`src/rtl/cory_unpack8.sv`:
```
// cory_unpack8: splits one valid/ready word stream into eight independent
// valid/ready bit-slice lanes; the word retires once every lane has its slice.
//
// Ports
//   clk, reset_n          clock, async active-low reset
//   i_a_v, i_a_d, o_a_r   input word stream (Z bits wide)
//   o_zk_v, o_zk_d        lane k valid / slice k of i_a_d (Ak bits)
//   i_zk_r                lane k ready
module cory_unpack8 #(
   parameter int N  = 8,
   parameter int A0 = N,
   parameter int A1 = N,
   parameter int A2 = N,
   parameter int A3 = N,
   parameter int A4 = N,
   parameter int A5 = N,
   parameter int A6 = N,
   parameter int A7 = N,
   localparam int Z = A0 + A1 + A2 + A3 + A4 + A5 + A6 + A7
) (
   input  logic          clk,
   input  logic          reset_n,
   input  logic          i_a_v,
   input  logic [Z-1:0]  i_a_d,
   output logic          o_a_r,
   output logic          o_z0_v,
   output logic [A0-1:0] o_z0_d,
   input  logic          i_z0_r,
   output logic          o_z1_v,
   output logic [A1-1:0] o_z1_d,
   input  logic          i_z1_r,
   output logic          o_z2_v,
   output logic [A2-1:0] o_z2_d,
   input  logic          i_z2_r,
   output logic          o_z3_v,
   output logic [A3-1:0] o_z3_d,
   input  logic          i_z3_r,
   output logic          o_z4_v,
   output logic [A4-1:0] o_z4_d,
   input  logic          i_z4_r,
   output logic          o_z5_v,
   output logic [A5-1:0] o_z5_d,
   input  logic          i_z5_r,
   output logic          o_z6_v,
   output logic [A6-1:0] o_z6_d,
   input  logic          i_z6_r,
   output logic          o_z7_v,
   output logic [A7-1:0] o_z7_d,
   input  logic          i_z7_r
);

   localparam int OFF1 = A0;
   localparam int OFF2 = OFF1 + A1;
   localparam int OFF3 = OFF2 + A2;
   localparam int OFF4 = OFF3 + A3;
   localparam int OFF5 = OFF4 + A4;
   localparam int OFF6 = OFF5 + A5;
   localparam int OFF7 = OFF6 + A6;

   logic [7:0] done;
   logic [7:0] rdy;
   logic [7:0] vld;
   logic [7:0] take;

   assign rdy = {i_z7_r, i_z6_r, i_z5_r, i_z4_r,
                 i_z3_r, i_z2_r, i_z1_r, i_z0_r};

   // A lane that already took the current word stays quiet until it retires.
   assign vld  = {8{i_a_v}} & ~done;
   assign take = vld & rdy;

   // Retire once every lane has either taken earlier or is taking now.
   assign o_a_r = &(done | take);

   assign o_z0_v = vld[0];
   assign o_z1_v = vld[1];
   assign o_z2_v = vld[2];
   assign o_z3_v = vld[3];
   assign o_z4_v = vld[4];
   assign o_z5_v = vld[5];
   assign o_z6_v = vld[6];
   assign o_z7_v = vld[7];

   assign o_z0_d = i_a_d[0    +: A0];
   assign o_z1_d = i_a_d[OFF1 +: A1];
   assign o_z2_d = i_a_d[OFF2 +: A2];
   assign o_z3_d = i_a_d[OFF3 +: A3];
   assign o_z4_d = i_a_d[OFF4 +: A4];
   assign o_z5_d = i_a_d[OFF5 +: A5];
   assign o_z6_d = i_a_d[OFF6 +: A6];
   assign o_z7_d = i_a_d[OFF7 +: A7];

   always_ff @(posedge clk or negedge reset_n) begin
      if (!reset_n) begin
         done <= 8'h00;
      end else if (i_a_v && o_a_r) begin
         done <= 8'h00;
      end else begin
         done <= done | take;
      end
   end

endmodule

```
`config.mk`:
```
export PLATFORM = sky130hd
export DESIGN_NAME = cory_unpack8
export DESIGN_NICKNAME = d
export VERILOG_FILES = /design/src/rtl/cory_unpack8.sv
export SDC_FILE = /design/constraint.sdc
export NUM_CORES = 1
export LEC_CHECK = 0
export CORE_ASPECT_RATIO = 0.75
export CORE_MARGIN = 4
export CORE_UTILIZATION = 22
export DETAILED_ROUTE_END_ITERATION = 7
export GPL_TIMING_DRIVEN = 1
export MAX_ROUTING_LAYER = met4
export PLACE_DENSITY = 0.91
export SLEW_MARGIN = 20
export SYNTH_ARGS = -nofsm -noshare
export SYNTH_HDL_FRONTEND = slang
export SYNTH_SLANG_ARGS = --single-unit
```
`constraint.sdc`:
```
create_clock -name clk -period 2.05 [get_ports clk]
set_clock_uncertainty 0.1 [all_clocks]
set_input_delay 0.41 -clock clk [delete_from_list [all_inputs] [get_ports clk]]
set_output_delay 0.41 -clock clk [all_outputs]
set_load 0.02 [all_outputs]
```
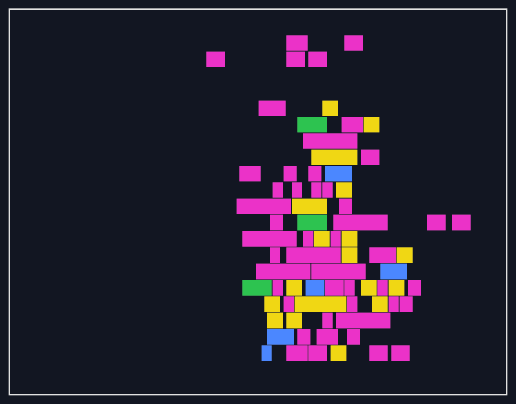
Fig. 1. Cells by drive strength.
Scale: 6 px per micron.
| size | color | cells | most used |
|---|---|---|---|
| _2 cells | blue | 5 | o22ai_2 |
| _6 and larger | green | 3 | clkbuf_8 |
| _0 and _1 cells | magenta | 48 | a21oi_1 |
| _3 and _4 cells | yellow | 18 | buf_4 |

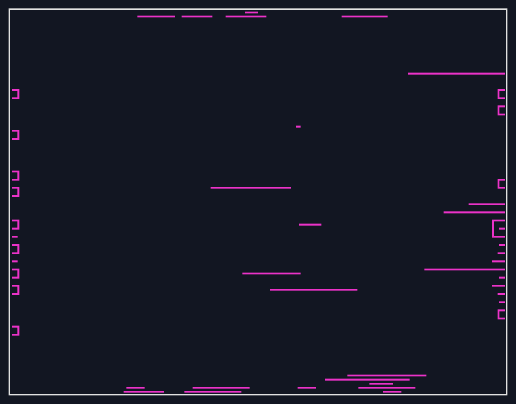
Fig. 2. Met3 routing.
Scale: 6 px per micron.
wire length on this layer: 242 microns
share of all routed wire: 14%
longest straight run: 15.9 microns
drt total wl: 1.78 mm
via count: 510
met3 usage: 0.0451

==> qor.yml <==
powerDensity_nw_per_um2: 1240
diodes: 0
edf_count: 0
switchingPower_mw: 0.386
worst_ir_drop_vdd_mv: 0.256
largest-register: "done"
worst_pin_slew_ps: 358
largestRegisters: "done (8)"
drtAntennaViolNets: 0
critPathLaunch: "done[5]"
power.largest_group: "combinational cells"
lay_top_cells: "buf_4, a21oi_1, dlygate4sd2_1, nor2b_1, dfrtp_1"
highest_layer: "met4"
p_comb_frac: 0.537
hp-class: "in -> async"
clk_path_buf_depth: 2
cp_slowest_stage_delay_ps: 410
adder_share: 0
buffer_area_frac: 0.339
wl_met1_microns: 519
clk_latency_ps: 230
met2_usage: 0.118
first_global_vias: 523
gp_congestion: 0.810
cp-end-kind: "output pin"
synth.comb.largest_family: "buffers and inverters"
power_frac_clock: 0.186
yosys.area.top_type_share: 0.522
fp.dieH_microns: 64.0
post-place-ws_ps: -772
seq_area_frac: 0.242
antenna_found_initial: 0
ys_sh_mux: 0
r2r-start: "done[7]"
pg_comb_mw: 0.552
p_int_mw: 0.643
row_count: 20
tns_ps: 0
area_growth_pct: -10.1
htree_levels: 1
top_area_cell: "buf_4"
async_flop_share: 1.00
path_cells: "o22ai_2 > nor4_4 > nor4b_4 > buf_4"
logic_area_sq_um: 236
logic_gate_count: 30
busiest_layer: "met2"
die_w_microns: 82.7
dr.pass1.iters: 4
power_mw: 1.03
powerSeq_mw: 0.286
wl_met2_microns: 956
aoi_share: 0.127
root_buffer: "clkbuf_8"
most_common_cell: "buf_4"
rr_endpoint: "done[4]"
route.detailed.drc: 0
yosys_area_sq_um: 920
dpl_cell_area_sq_um: 766
cp.buffers_inverters: 1
arrival_ps: 1470
period_used_share: 0.964
crit_family: "simple AND/OR/NAND/NOR gates"
final_cell_area_sq_um: 827
instances_no_fill: 129
crit_end: "o_a_r"
n_all_inverters: 0
status: "complete, no violations"
simple_gate_area_frac: 0.117
tool_warnings: 27
drt-vias-per-instance: 3.95
regArea_sq_um: 200
clk_pin_slew_ps: 40
ios: 148
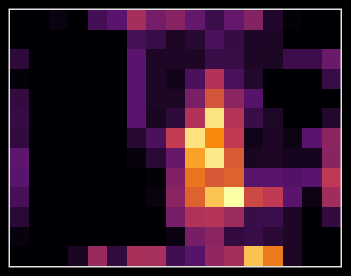
Fig. 3. Routed metal per tile.
Scale: 4 px per micron. The die is cut into 17 by 13 equal tiles; black is low, pale yellow is high, scaled to the fullest tile. Values are wire area over tile area, all layers added.
emptiest ninth of the die: upper left
mean over tiles: 0.060
tiles over half the peak: 9.0%
densest ninth of the die: center

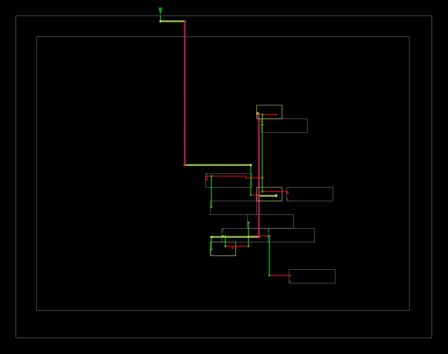
Fig. 4. Clock wiring as the flow saved it.
CTS Buf Count: 3
layout clock buffer count: 3
P_clk: 0.191 mW
clock sinks: 8

Power and IR drop assume default switching activity.
